===== src/rtl/cam_pkg.sv =====
// Shared definitions for the camera pixel-capture block: FSM encoding,
// stored-pixel format codes and common frame sizes.
package cam_pkg;

  typedef enum logic [1:0] {
    ST_SYNC   = 2'd0,
    ST_BLANK  = 2'd1,
    ST_ACTIVE = 2'd2
  } cam_state_t;

  localparam int FMT_RGB111 = 3;
  localparam int FMT_RGB332 = 8;
  localparam int FMT_RGB444 = 12;

  localparam int QQVGA_H = 160;
  localparam int QQVGA_V = 120;
  localparam int QVGA_H  = 320;
  localparam int QVGA_V  = 240;

  function automatic bit fmt_supported(input int dw);
    return (dw == FMT_RGB111) || (dw == FMT_RGB332) || (dw == FMT_RGB444);
  endfunction

endpackage


===== src/rtl/cam_px_pack.sv =====
// Combinational RGB444 -> DW-bit pixel packing, R in the MSBs.
// Unsupported DW values stop elaboration.
module cam_px_pack
  import cam_pkg::*;
#(
  parameter int DW = FMT_RGB111
) (
  input  logic [3:0]    r,
  input  logic [3:0]    g,
  input  logic [3:0]    b,
  output logic [DW-1:0] px
);

  if (DW == FMT_RGB111) begin : g_rgb111
    logic unused_lsbs;
    assign unused_lsbs = ^{r[2:0], g[2:0], b[2:0]};
    assign px = {r[3], g[3], b[3]};
  end else if (DW == FMT_RGB332) begin : g_rgb332
    logic unused_lsbs;
    assign unused_lsbs = ^{r[0], g[0], b[1:0]};
    assign px = {r[3:1], g[3:1], b[3:2]};
  end else if (DW == FMT_RGB444) begin : g_rgb444
    assign px = {r, g, b};
  end else begin : g_bad_dw
    $error("cam_px_pack: DW=%0d is not 3, 8 or 12", DW);
    assign px = '0;
  end

endmodule


===== src/rtl/cam_capture_px.sv =====
// Camera (VSYNC/HREF/PCLK, RGB444 byte pairs) to pixel-memory write port.
// Define CAM_CAPTURE_DECIM_EN for 2x decimation of a doubled-size input frame.
module cam_capture_px
  import cam_pkg::*;
#(
  parameter int AW       = 15,
  parameter int DW       = FMT_RGB111,
  parameter int H_PIXELS = QQVGA_H,
  parameter int V_LINES  = QQVGA_V
) (
  input  logic          PCLK,
  input  logic          rst,
  input  logic [7:0]    D,
  input  logic          VSYNC,
  input  logic          HREF,
  output logic [AW-1:0] mem_px_addr,
  output logic [DW-1:0] mem_px_data,
  output logic          px_wr,
  output logic          frame_done,
  output logic          err_ovf
);

`ifdef CAM_CAPTURE_DECIM_EN
  localparam int SCALE = 2;
`else
  localparam int SCALE = 1;
`endif
  // Counters run over input coordinates, so limits scale with decimation.
  localparam int COL_LIM = H_PIXELS * SCALE;
  localparam int ROW_LIM = V_LINES * SCALE;
  localparam int CW      = $clog2(COL_LIM + 1);
  localparam int RW      = $clog2(ROW_LIM + 1);
  localparam int BW      = AW + 1;
  localparam logic [CW-1:0] COL_MAX = CW'(COL_LIM);
  localparam logic [RW-1:0] ROW_MAX = RW'(ROW_LIM);
  localparam logic [BW-1:0] ROW_INC = BW'(H_PIXELS);

  if (longint'(H_PIXELS) * longint'(V_LINES) > (longint'(1) << AW)) begin : g_bad_size
    $error("cam_capture_px: H_PIXELS*V_LINES exceeds 2**AW");
  end
  if (!fmt_supported(DW)) begin : g_bad_fmt
    $error("cam_capture_px: DW=%0d unsupported", DW);
  end

  cam_state_t    state, state_nxt;
  logic          start, done;
  logic [CW-1:0] col;
  logic [RW-1:0] row;
  logic [BW-1:0] row_base;
  logic          phase;
  logic [3:0]    r_lat;
  logic          href_d;
  logic [DW-1:0] px_packed;
  logic          active, in_range, keep, row_step;
  logic [BW-1:0] addr_sum;

  cam_px_pack #(.DW(DW)) u_pack (
    .r  (r_lat),
    .g  (D[7:4]),
    .b  (D[3:0]),
    .px (px_packed)
  );

  always_comb begin
    state_nxt = state;
    start     = 1'b0;
    done      = 1'b0;
    case (state)
      ST_SYNC:   if (VSYNC) state_nxt = ST_BLANK;
      ST_BLANK:  if (!VSYNC) begin
                   state_nxt = ST_ACTIVE;
                   start     = 1'b1;
                 end
      ST_ACTIVE: if (VSYNC) begin
                   state_nxt = ST_BLANK;
                   done      = 1'b1;
                 end
      default:   state_nxt = ST_SYNC;
    endcase
  end

  assign active   = (state == ST_ACTIVE);
  assign in_range = (col < COL_MAX) && (row < ROW_MAX);

`ifdef CAM_CAPTURE_DECIM_EN
  // Only even input rows/columns land in memory; row_base advances after odd rows.
  assign keep     = ~col[0] & ~row[0];
  assign row_step = row[0];
  assign addr_sum = row_base + BW'(col >> 1);
`else
  assign keep     = 1'b1;
  assign row_step = 1'b1;
  assign addr_sum = row_base + BW'(col);
`endif

  always_ff @(posedge PCLK) begin
    if (rst) begin
      state       <= ST_SYNC;
      mem_px_addr <= '0;
      mem_px_data <= '0;
      px_wr       <= 1'b0;
      frame_done  <= 1'b0;
      err_ovf     <= 1'b0;
      col         <= '0;
      row         <= '0;
      row_base    <= '0;
      phase       <= 1'b0;
      r_lat       <= '0;
      href_d      <= 1'b0;
    end else begin
      state      <= state_nxt;
      frame_done <= done;
      px_wr      <= 1'b0;
      href_d     <= HREF & active;
      if (start) begin
        col      <= '0;
        row      <= '0;
        row_base <= '0;
        phase    <= 1'b0;
      end else if (active) begin
        if (HREF) begin
          phase <= ~phase;
          if (!phase) begin
            r_lat <= D[3:0];
          end else if (in_range) begin
            col <= col + 1'b1;
            if (keep) begin
              px_wr       <= 1'b1;
              mem_px_addr <= addr_sum[AW-1:0];
              mem_px_data <= px_packed;
            end
          end else begin
            err_ovf <= 1'b1;
          end
        end else if (href_d) begin
          col   <= '0;
          phase <= 1'b0;
          if (row < ROW_MAX) begin
            row <= row + 1'b1;
            if (row_step) row_base <= row_base + ROW_INC;
          end
        end
      end
    end
  end

endmodule

===== config.mk =====
export PLATFORM = sky130hd
export DESIGN_NAME = cam_capture_px
export DESIGN_NICKNAME = d
export VERILOG_FILES = /design/src/rtl/cam_pkg.sv /design/src/rtl/cam_px_pack.sv /design/src/rtl/cam_capture_px.sv
export SDC_FILE = /design/constraint.sdc
export NUM_CORES = 1
export LEC_CHECK = 0
export ABC_AREA = 1
export CAP_MARGIN = 20
export CELL_PAD_IN_SITES_DETAIL_PLACEMENT = 1
export CELL_PAD_IN_SITES_GLOBAL_PLACEMENT = 1
export CORE_MARGIN = 5
export CORE_UTILIZATION = 37
export DETAILED_ROUTE_END_ITERATION = 7
export PLACE_DENSITY = 0.83
export SYNTH_ARGS = -nofsm -noshare
export SYNTH_HDL_FRONTEND = slang
export SYNTH_SLANG_ARGS = --single-unit

===== constraint.sdc =====
create_clock -name PCLK -period 2.5 [get_ports PCLK]
set_clock_uncertainty 0.15 [all_clocks]
set_input_delay 0.5 -clock PCLK [delete_from_list [all_inputs] [get_ports PCLK]]
set_output_delay 0.5 -clock PCLK [all_outputs]
set_load 0.05 [all_outputs]

Metal 1:
Supply wires on this layer in grey.
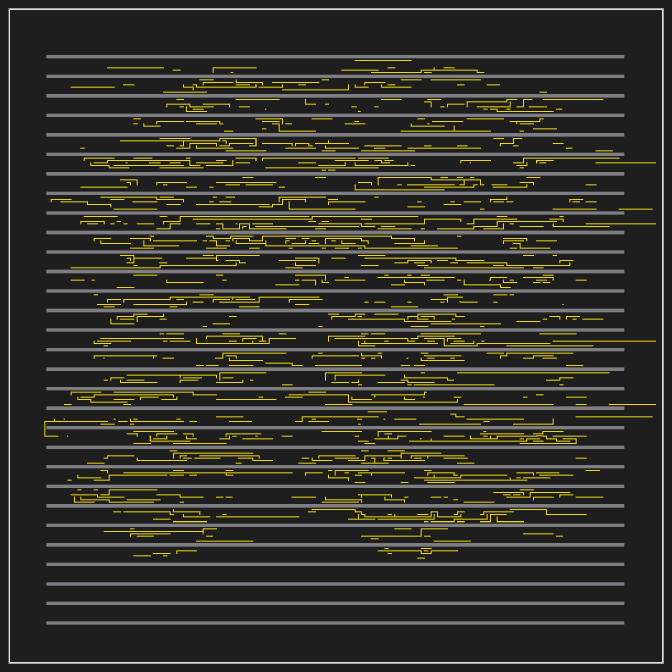
share of all routed wire: 46%
nets with wire on the layer: 352
main direction: horizontal
longest straight run: 23.5 um

Cell classes on the final placement:
Scale bar: 20 um. Fill, decap, tap and diode cells in grey.
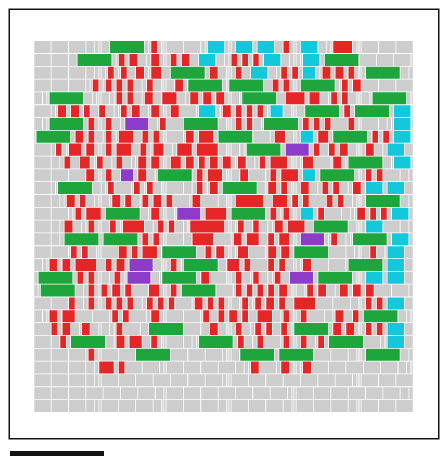
[remaining buffers and delay cells] cyan | cells: 31
[combinational and other logic] red | cells: 275
[clock drivers and dummy loads] purple | cells: 8
[sequential cells] green | cells: 51
flop share of the area: 35.6%
num rows: 29

Wire density map:
18 x 18 tiles, from black (low) to pale yellow (high), scaled to the fullest tile. Values are wire area over tile area, all layers added.
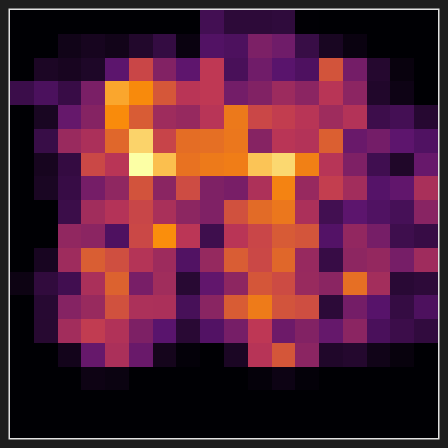
densest ninth of the die: centre
fullest tile: 0.43
nearly empty tiles: 28%
tiles over half the peak: 18%
mean over tiles: 0.11
emptiest ninth of the die: south-east

==> out/results.ini <==
[power_and_ir_drop]
maxPowerGroup = registers
comb_power_share_pct = 3.7
p_leak_uw = 0.00108
p_seq_uw = 817
power_switching_uw = 318
swShare_pct = 22.7
pwr-share-seq_pct = 58.2
pg_clk_uw = 534

[timing]
worst_pin_slew_ns = 0.511
layout_min_cycle_time_ns = 2.15
maxSlewHeadroom_pct = 65.8
hold_viol = 0
setup_viol = 0
timing.final.max_slew_violations = 0
postLayoutSetupSlackWorst_ns = 0.353
rsz0062_at_grt = false

[placed_design]
dp.cells = 434
place_ws_ns = 0.351
place.detailed.hpwl_mm = 4.45
dpl_cell_area_mm2 = 0.00276
gp_congestion = 0.821

[synth]
postSynthCellCount = 333
syn_area_mm2 = 0.00242
ys_cells = 333
async_flop_share_pct = 0
synth-edff-count = 0
syn_avg_cell_area_um2 = 7.26
yosysTopAreaCell = dfxtp_1
yosysChipArea_mm2 = 0.00242
synth_cell_types = 28
synth_flops = 51
top_cell = nand2_1

[setup_path]
end_kind = primary output
timing.critical_path.arrival_ns = 1.50
crit_buf_inv = 1
r2r-end = mem_px_addr[13]
crit_path_start_kind = flop
timing.rr.start = col[5]
worst-path-max-fanout = 2
crit_type = reg -> out
critPathTopFamily = buffers and inverters
reg2reg_slack_ns = 0.43

[final_layout]
lay_top_cells = nand2_1 (68), nor2_1 (55), dfxtp_1 (51)
postLayoutCellArea_mm2 = 0.00286
syn2layout_area_growth_pct = 18.5
fin_nets = 383
reg.largest.list = mem_px_addr: 15 flops, row_base: 10 flops, col: 8 flops
lay_top_count = nand2_1
regMostFlops = mem_px_addr

[hold_path]
hold_end = row[6]
min_path_type = reg -> reg
hold_start = row[6]

[grt]
busiest_layer = met2
grt_overflow = 0
met3_usage_pct = 2.75
grt_use_met2_pct = 26.6

[clocking]
post-cts-setup-buffer-count = 0
cts_root_buffer = clkbuf_8
insertion_delay_ns = 0.31
path_clk_slew_ns = 0.10
htreeDepth = 2
post_cts_resized = 0
cts_buffers = 5
cts_tree = built

[drt]
drc_errors = 0
antenna_left = 0
wl_met3_um = 212
route.met2.wl_mm = 2.90

[die]
fp.dieH_um = 90.8
die_x_um = 90.8
fp_util_pct = 38.1

[status]
outcome = finished clean

Routed metal, one colour a layer:
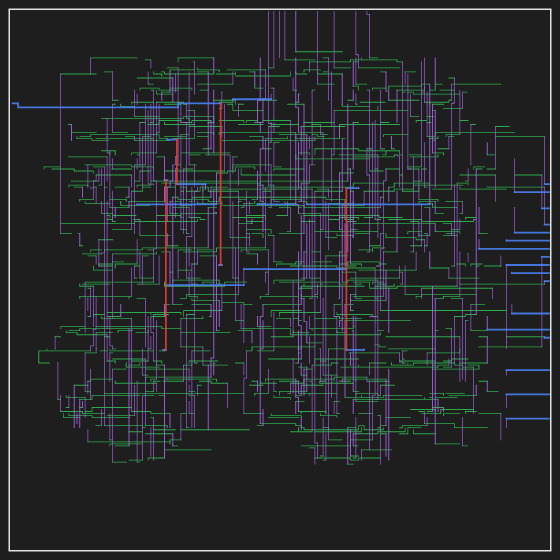
[metal 3] blue | wire length: 213 um
[metal 1] green | wire length: 2730 um
[metal 2] purple | wire length: 2900 um
[metal 4] red | wire length: 90.4 um
DR WL/cell: 13.4 um
GRT Util Overall: 15.1%
Total Wirelength: 5.93 mm
Vias: 2194

Cell outlines without signal wires:
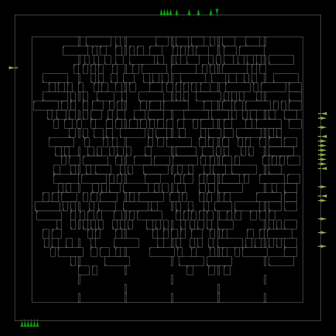
Non-Filler Instances: 442
Core Area: 0.00635 mm^2
tap cell count: 77

==> layout make-up <==
type	instances	share of cell area (%)
timing repair buffer	31	10.4
sequential	51	35.6
multi-input combinational	240	42.4
clock buffer	7	3.36
clock inverter	1	0.262
tap	77	3.36
inverter	35	4.59
==> kinds of logic (layout without fill, tap and decap cells) <==
group / Yosys count / after routing / share of synthesized area (%)
XOR/XNOR: 10 / 10 / 3.62
buffers and inverters: 42 / 74 / 7.56
AND-OR/OR-AND: 64 / 64 / 14.2
flip-flops: 51 / 51 / 42.2
AND/OR/NAND/NOR: 159 / 159 / 28.5
adder cells (fa/ha/maj): 7 / 7 / 3.93
==> worst register-to-register path, delay by kind of cell, from the launching register on <==
family	cells	cell delay, ns
flops	1	0.40
xor+xnor	1	0.24
simple gates	5	0.48
fa+ha+maj	2	0.69
buf+inv	1	0.03
No activity file was given, so power comes from the tool's default toggle rates.
